**src/rtl/fwd_pkg.sv**
```systemverilog
// Shared types, constants and helpers for the forwarding / load-use hazard unit.
package fwd_pkg;

    // Widest register address the tracked entries can hold; narrower ADDR_W is zero-extended.
    localparam int unsigned RD_W = 8;

    typedef struct packed {
        logic            valid;
        logic            reg_write;
        logic            load;
        logic [RD_W-1:0] rd;
    } entry_t;

    localparam entry_t BUBBLE_ENTRY = '{valid: 1'b0, reg_write: 1'b0, load: 1'b0, rd: '0};

    function automatic int unsigned sel_width(input int unsigned depth);
        return $clog2(depth + 1);
    endfunction

    function automatic logic is_producer(input entry_t e, input logic [RD_W-1:0] r);
        return e.valid && e.reg_write && (e.rd == r) && (e.rd != '0);
    endfunction

endpackage

```
**src/rtl/fwd_match.sv**
```systemverilog
// Priority matcher: returns the lowest stage index 1..DEPTH whose entry produces src, else 0.
module fwd_match
    import fwd_pkg::*;
#(
    parameter int unsigned   DEPTH = 2,
    localparam int unsigned  SEL_W = sel_width(DEPTH)
) (
    input  entry_t [DEPTH:1] entries,
    input  logic [RD_W-1:0]  src,
    output logic [SEL_W-1:0] sel
);

    logic [DEPTH-1:0] unused_load;

    // Walk oldest to youngest so the youngest producer overwrites older matches.
    always_comb begin
        sel = '0;
        unused_load = '0;
        for (int k = int'(DEPTH); k >= 1; k--) begin
            unused_load[k-1] = entries[k].load;
            if (is_producer(entries[k], src)) begin
                sel = SEL_W'(k);
            end
        end
    end

endmodule

```
**src/rtl/fwd_hazard_unit.sv**
```systemverilog
// EX operand forwarding and ID load-use hazard detection over a DEPTH-stage result pipeline.
// Optional `FWD_STATS_EN adds wrapping 32-bit stall and forward counters.
module fwd_hazard_unit
    import fwd_pkg::*;
#(
    parameter int unsigned  ADDR_W     = 5,
    parameter int unsigned  DEPTH      = 2,
    parameter int unsigned  LOAD_STAGE = 2,
    localparam int unsigned SEL_W      = sel_width(DEPTH)
) (
    input  logic              clk,
    input  logic              rst_n,
    input  logic              advance,
    input  logic              flush,
    input  logic              id_valid,
    input  logic [ADDR_W-1:0] id_rs_addr,
    input  logic [ADDR_W-1:0] id_rt_addr,
    input  logic [ADDR_W-1:0] id_rd_addr,
    input  logic              id_reg_write,
    input  logic              id_mem_read,
    output logic [SEL_W-1:0]  fwd_a,
    output logic [SEL_W-1:0]  fwd_b,
    output logic              stall_id,
`ifdef FWD_STATS_EN
    output logic [31:0]       stall_cnt,
    output logic [31:0]       fwd_cnt,
`endif
    output logic              bubble_ex
);

    if (ADDR_W > RD_W || DEPTH < 1 || DEPTH > 6 || LOAD_STAGE < 1 || LOAD_STAGE > DEPTH)
    begin : g_param_check
        $error("fwd_hazard_unit: unsupported parameter combination");
    end

    // entries_q[0] is the instruction in EX, entries_q[k] the one in result stage k.
    entry_t [DEPTH:0] entries_q, entries_d;
    logic [RD_W-1:0]  ex_rs_q, ex_rs_d;
    logic [RD_W-1:0]  ex_rt_q, ex_rt_d;
    logic [RD_W-1:0]  id_rs, id_rt, id_rd;
    logic             hazard;

    assign id_rs = RD_W'(id_rs_addr);
    assign id_rt = RD_W'(id_rt_addr);
    assign id_rd = RD_W'(id_rd_addr);

    // A load is not yet forwardable while it sits before LOAD_STAGE.
    always_comb begin
        hazard = 1'b0;
        for (int k = 0; k + 1 < int'(LOAD_STAGE); k++) begin
            if (entries_q[k].load &&
                (is_producer(entries_q[k], id_rs) || is_producer(entries_q[k], id_rt))) begin
                hazard = 1'b1;
            end
        end
        hazard = hazard && id_valid;
    end

    assign stall_id  = hazard && !flush;
    assign bubble_ex = stall_id || flush || !id_valid;

    always_comb begin
        entries_d = entries_q;
        ex_rs_d   = ex_rs_q;
        ex_rt_d   = ex_rt_q;
        if (advance) begin
            for (int k = 1; k <= int'(DEPTH); k++) begin
                entries_d[k] = entries_q[k-1];
            end
            if (bubble_ex) begin
                entries_d[0] = BUBBLE_ENTRY;
                ex_rs_d      = '0;
                ex_rt_d      = '0;
            end else begin
                entries_d[0] = '{valid: id_valid, reg_write: id_reg_write,
                                 load: id_mem_read, rd: id_rd};
                ex_rs_d      = id_rs;
                ex_rt_d      = id_rt;
            end
        end
    end

    always_ff @(posedge clk or negedge rst_n) begin
        if (!rst_n) begin
            entries_q <= {(DEPTH + 1){BUBBLE_ENTRY}};
            ex_rs_q   <= '0;
            ex_rt_q   <= '0;
        end else begin
            entries_q <= entries_d;
            ex_rs_q   <= ex_rs_d;
            ex_rt_q   <= ex_rt_d;
        end
    end

    fwd_match #(
        .DEPTH (DEPTH)
    ) u_match_a (
        .entries (entries_q[DEPTH:1]),
        .src     (ex_rs_q),
        .sel     (fwd_a)
    );

    fwd_match #(
        .DEPTH (DEPTH)
    ) u_match_b (
        .entries (entries_q[DEPTH:1]),
        .src     (ex_rt_q),
        .sel     (fwd_b)
    );

`ifdef FWD_STATS_EN
    logic [31:0] stall_cnt_q, fwd_cnt_q;

    always_ff @(posedge clk or negedge rst_n) begin
        if (!rst_n) begin
            stall_cnt_q <= '0;
            fwd_cnt_q   <= '0;
        end else if (advance) begin
            if (stall_id) begin
                stall_cnt_q <= stall_cnt_q + 32'd1;
            end
            if (fwd_a != '0 || fwd_b != '0) begin
                fwd_cnt_q <= fwd_cnt_q + 32'd1;
            end
        end
    end

    assign stall_cnt = stall_cnt_q;
    assign fwd_cnt   = fwd_cnt_q;
`endif

`ifndef SYNTHESIS
    // Hazard detection must keep immature loads from ever being chosen as a source.
    always @(posedge clk) begin
        if (rst_n) begin
            for (int k = 1; k < int'(LOAD_STAGE); k++) begin
                assert (!(entries_q[k].load && (fwd_a == SEL_W'(k) || fwd_b == SEL_W'(k))))
                    else $error("fwd_hazard_unit: immature load in stage %0d selected", k);
            end
        end
    end
`endif

endmodule

```
**config.mk**
```make
export PLATFORM = sky130hd
export DESIGN_NAME = fwd_hazard_unit
export DESIGN_NICKNAME = d
export VERILOG_FILES = /design/src/rtl/fwd_pkg.sv /design/src/rtl/fwd_match.sv /design/src/rtl/fwd_hazard_unit.sv
export SDC_FILE = /design/constraint.sdc
export NUM_CORES = 1
export LEC_CHECK = 0
export CAP_MARGIN = 30
export CORE_ASPECT_RATIO = 0.75
export CORE_MARGIN = 2
export CORE_UTILIZATION = 35
export DETAILED_ROUTE_END_ITERATION = 12
export PLACE_DENSITY = 0.58
export SYNTH_ARGS = -nofsm -noshare
export SYNTH_HDL_FRONTEND = slang
export SYNTH_SLANG_ARGS = --single-unit
```
**constraint.sdc**
```tcl
create_clock -name clk -period 5 [get_ports clk]
set_clock_uncertainty 0.1 [all_clocks]
set_input_delay 0.75 -clock clk [delete_from_list [all_inputs] [get_ports clk]]
set_output_delay 0.75 -clock clk [all_outputs]
set_load 0.02 [all_outputs]
```
### Cell sizes after repair, run 1

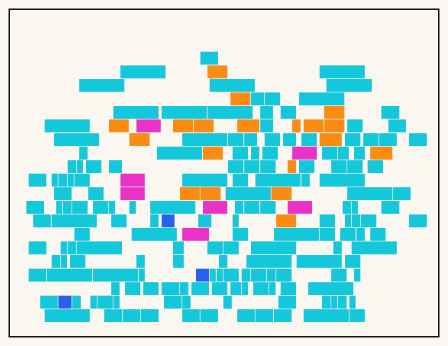
| colour | size | cells |
|---|---|---|
| magenta | _6 and larger | 7 |
| orange | _2 cells | 19 |
| cyan | _0 and _1 cells | 166 |
| blue | _3 and _4 cells | 3 |
Worst Setup Slack, final: 1550 ps
buffers outside the clock class: 31
Layout area overhead: 24.2%
final design area excluding fillers: 0.00219 mm²

### Cell density map, run 1

The die is cut into 9 by 7 equal tiles; white is low, dark blue is high, 0 to 100% covered.
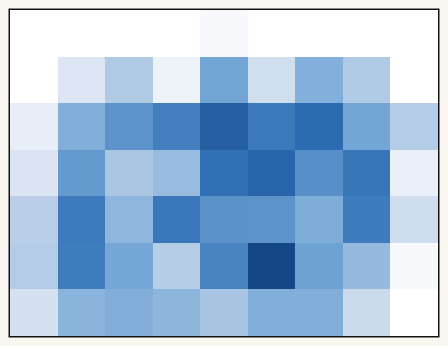
fullest tile: 91%
tiles over 75% full: 6.3%
emptiest ninth of the die: top left
densest ninth of the die: middle
mean over tiles: 38%
end-of-flow core utilization: 0.449
Std-Cell Core Area: 0.00487 mm²
floorplan utilization: 0.362

==> run notes, run 1 <==
The flow completed. The flow ran to the end, and the final reports show no timing, DRC or antenna violations. Walking the worst path, the cells encountered are clkdlybuf4s50_1 > xnor2_1 > nand3_1 > o22a_1 > nor3_1 > clkdlybuf4s50_1. Clock tree synthesis found a total of 32 sinks. Total power density per cell area landed at 307 mW/mm².

The synthesis report lists the Yosys warning total as 0. Timing analysis after detailed placement gives a worst setup slack of 1560 ps. In the routed layout, each cell is associated on average with a via count of 5.52. Leaving out fill and tap cells, the most frequent cells in the layout are dfrtp_1, clkdlybuf4s50_1, nand2_1, o21ai_0, a32oi_1. Count of port buffers added during placement landed at 27. Setup TNS landed at 0 ps. By instance count after routing, the leading logic cell type is dfrtp_1. Wire length of the first global-routing pass landed at 7200 µm. Signal routing reaches up to met4. The sequential cells in the finished layout cover a total of 801 µm². After global routing, the most crowded layer is met2. Setup repair after global routing left no endpoint under its margin. Per the timing report, the most critical flop-to-flop path originates at entries_q[3]$_DFFE_PN0P_. STA classifies the critical path endpoint as a primary output. The critical path endpoint has a required time of 4150 ps. The most critical setup path has its endpoint at stall_id.
### Ports around the boundary, run 1

The bar under the picture is 20 µm long. Pins as bars across the die edge, other pins in grey.
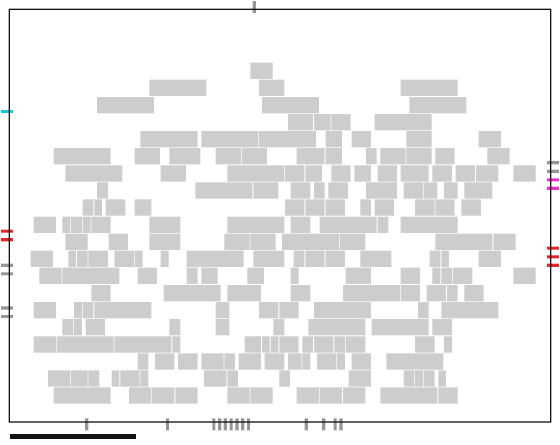
| colour | port | pins | direction | edge |
|---|---|---|---|---|
| red | `id_rs_addr` | 5 | input | 3 right, 2 left |
| magenta | `fwd_a` | 2 | output | right |
| cyan | `clk` | 1 | input | left |

-- run 1: kinds of logic after synthesis --
group | share of synthesized area
AOI/OAI and AO/OA | 0.165
and+or+nand+nor | 0.109
DFF | 0.455
xor gates and xnor gates | 0.149
buffers and inverters | 0.0319
muxes | 0.0895
-- run 1: final cells by class --
class / instances / share of cell area
Sequential cell: 32 / 0.366
Inverter: 2 / 0.00343
Timing Repair Buffer: 31 / 0.141
Multi-Input combinational cell: 122 / 0.413
Clock buffer: 6 / 0.0377
Tap cell: 60 / 0.0343
Clock inverter: 2 / 0.00457
-- run 1: power by group --
group          leakage (nW)  switching (mW)  internal, mW
Combinational         0.419          0.0607        0.0758
Clock                0.0510          0.0902         0.110
Sequential            0.416          0.0451         0.291
Total                 0.887           0.196         0.476
==> run 2: changes to the inputs <==
- clock period: 5 -> 3.5 ns (I/O delays scaled with it)
==> run notes, run 2 <==
The flow completed. According to the timing report, the critical path is captured at bubble_ex. For reference, the top logic cell family by area is AND-OR/OR-AND gates. Per the synthesis report, the simple-gate share of the synthesized area is 0.109. Logic gate fraction of the total cell area landed at 0.409. Leaving out the clock tree, the finished layout contains an inverter count of 2.

The layout report lists the non-clock buffer share of cell area as 0.143. The most common logic cells in the final layout are dfrtp_1, clkdlybuf4s50_1, nand2_1, o21ai_0, a32oi_1. The flow ran to the end, and the final reports show no timing, DRC or antenna violations. Sequential fraction of design power landed at 0.467. Combinational fraction of design power landed at 0.192. The layout stage reports a final design area of 0.00221 mm². Shortest clock period the worst path allows after layout landed at 3220 ps. The number of antenna diodes in the final layout is 0.

Area taken by flip-flops and latches landed at 801 µm². Xor/xnor share of the synthesized area landed at 0.149. Share of power burned in the clock network landed at 0.341. Setup repair after global routing left no endpoint under its margin.

Per the timing report, the most critical flop-to-flop path originates at entries_q[3]$_DFFE_PN0P_. The stage logs contain a warning count of 26. In the final design, more cell area goes to combinational gates than to any other class. The fraction of final cell area spent on clock buffers and inverters in this run is 0.0487. The layout has 6 clock buffers. Per STA, the worst path is made up of or4_1 > o21ai_1 > o21ai_0 > clkdlybuf4s50_1. Wire length of the first global-routing pass landed at 7360 µm. STA classifies the critical path endpoint as a primary output. Leaving out fill and tap cells, the most frequent cell in the layout is dfrtp_1.

Counting the warning lines in the Yosys log gives 0. According to the cell report, flip-flops and latches in the layout number 32. Tapcell count landed at 60. The power report lists cell-internal power as 0.736 mW. Setup slack on the critical path of the routed design comes to 282 ps. The final report gives the core utilization as 0.454. Setup slack on the worst path after placement came out at 523 ps. For this design the total switching power over the nets is 0.292 mW.

The report lists the power per cell area as 465 mW/mm². Required time of the critical path landed at 2870 ps. Fraction of area in registers landed at 0.362. The final design was reported to hold multi-input combinational gates totalling 122. The tree built by TritonCTS fans out to 32 sinks. The script computed the net switching share of total power as 0.284.

Detail-routed via count per cell landed at 5.62. The floorplan step defined a core boundary enclosing 0.00487 mm². Adder-cell area share of the yosys netlist landed at 0.
run 2: power by group through the flow:
stage / combinational, mW / clock, mW / sequential (mW)
6_report: 0.198 / 0.350 / 0.480
5_1_grt: 0.219 / 0.375 / 0.487
4_1_cts: 0.199 / 0.354 / 0.481
3_5_place_dp: 0.197 / 0 / 0.486
3_3_place_gp: 0.190 / 0 / 0.485
2_1_floorplan: 0.132 / 0 / 0.464
run 2: metal layers:
| layer | vias to the layer above | GRT usage | wire, µm |
|---|---|---|---|
| met1 | 733 | 0.242 | 2210 |
| li1 | 669 | - | - |
| met5 | - | 0 | 0 |
| met2 | 38 | 0.261 | 2090 |
| met3 | 5 | 0.0540 | 209 |
| met4 | 0 | 0.0516 | 34 |
### Ports around the boundary, run 2

The bar under the picture is 20 µm long. Pins as bars across the die edge, other pins in grey.
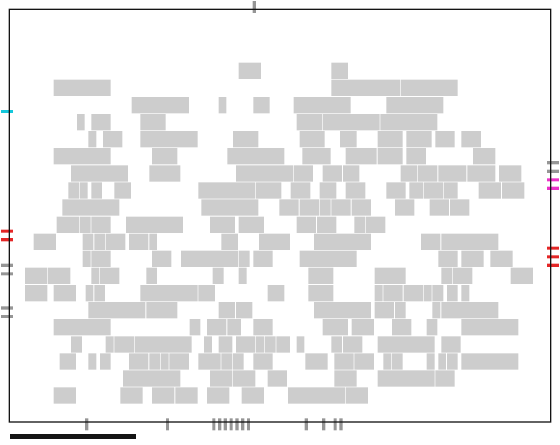
| colour | port | pins | direction | edge |
|---|---|---|---|---|
| cyan | `clk` | 1 | input | left |
| magenta | `fwd_a` | 2 | output | right |
| red | `id_rs_addr` | 5 | input | 3 right, 2 left |
all pins by edge: 13 bottom, 7 left, 7 right, 1 top
die y size: 65.4 µm
input/output buffers: 27
horizontal die dimension: 85.9 µm

### Cell density map, run 2

The die is cut into 9 by 7 equal tiles; white is low, dark blue is high, 0 to 100% covered.
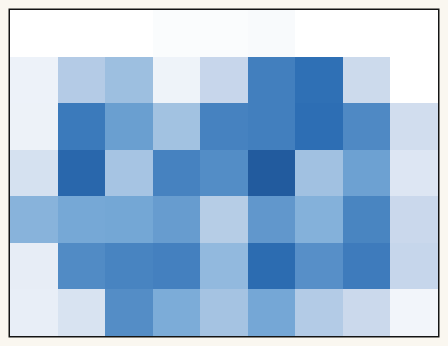
nearly empty tiles: 11%
mean over tiles: 38%
fullest tile: 83%

==> run 3: changes to the inputs <==
- clock period: 3.5 -> 3.3 ns (I/O delays scaled with it)
==> run notes, run 3 <==
The flow completed. The final design was reported to hold multi-input combinational gates totalling 122. Per the layout area report, the register area comes to 801 µm². Met1 wire length landed at 2230 µm. Per the layout area report, the combinational fraction of cell area is 0.410. For this run, the script counts the antenna cells in the layout as 0. Flop count landed at 32. The dominant power group in this design is sequential cells. AND-OR/OR-AND share of the synthesized area landed at 0.165. After layout, the clock buffer instance count stands at 6.

The run finished with clean final reports. The power report attributes to the combinational group a share of 0.193. Count of port buffers added during placement landed at 27. met3 track demand over resource after global routing is 0.0540.

The synthesis run identifies the leading combinational cell family as AND-OR/OR-AND gates. The power report lists the clock group at 0.369 mW. Share of power burned in the clock network landed at 0.339. Core area landed at 0.00487 mm². The cell-mix breakdown from Yosys lists the simple-gate area share as 0.109. Final worst setup slack landed at 197 ps.

Wire length of the first global-routing pass landed at 7360 µm. Setup TNS landed at 0 ps. After detailed routing, the met2 layer carries 2040 µm of wire. Required time of the critical path landed at 2700 ps.

The share of the core area taken by cells at floorplan is 0.362. Switching power share of the total landed at 0.284. Fraction of area in registers landed at 0.362. The power report lists the combinational group at 0.211 mW. Clock sink total landed at 32. After synthesis, the share of cell area in mux cells is 0.0895. Counting only logic cells after layout, the most numerous master is dfrtp_1. In this run the critical path is formed by or4_1 > o211ai_2 > nor4_1 > nor4_2 > clkdlybuf4s50_1. The fraction of final cell area spent on non-clock buffers in this run is 0.142. The non-clock inverters instantiated in the layout total 2. Per the summary, power density relative to cell area is 492 mW/mm².

Setup slack on the worst path after placement came out at 383 ps. Of the total synthesized cell area, the portion taken by XOR and XNOR cells is 0.149.
==> run 3: cell counts after synthesis <==
No cell type changed its count.
==> run 3: final timing paths <==
check                                                from                         to  slack, ps  cells after the start
max in group asynchronous                           rst_n  entries_q[25]$_DFFE_PN0P_       2280                      2
worst max-delay path            entries_q[12]$_DFFE_PN0P_                   fwd_b[1]        200                      5
worst min register to register  entries_q[31]$_DFFE_PN0P_  entries_q[31]$_DFFE_PN0P_        420                      1
worst min-delay path            entries_q[31]$_DFFE_PN0P_  entries_q[31]$_DFFE_PN0P_        420                      1
worst max register to register   entries_q[3]$_DFFE_PN0P_   entries_q[4]$_DFFE_PN0P_       1210                      5
min in group asynchronous                           rst_n   entries_q[3]$_DFFE_PN0P_        520                      2
### Cell density map, run 3

The die is cut into 9 by 7 equal tiles; white is low, dark blue is high, 0 to 100% covered.
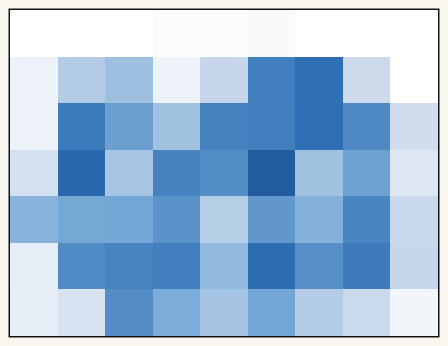
fullest tile: 83%
tiles over 75% full: 4.8%
nearly empty tiles: 11%
densest ninth of the die: middle
mean over tiles: 38%
emptiest ninth of the die: top left
end-of-flow core utilization: 0.455

### Cell sizes after repair, run 3

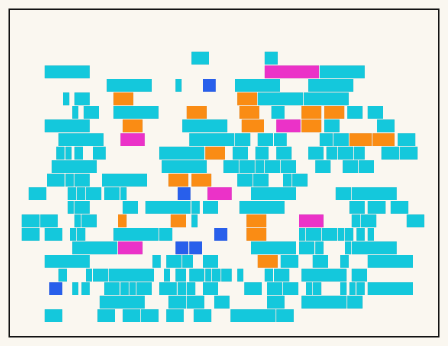
| colour | size | cells |
|---|---|---|
| orange | _2 cells | 19 |
| cyan | _0 and _1 cells | 166 |
| blue | _3 and _4 cells | 6 |
| magenta | _6 and larger | 6 |

Power figures rest on the tool's default switching activity, not on a simulated workload.
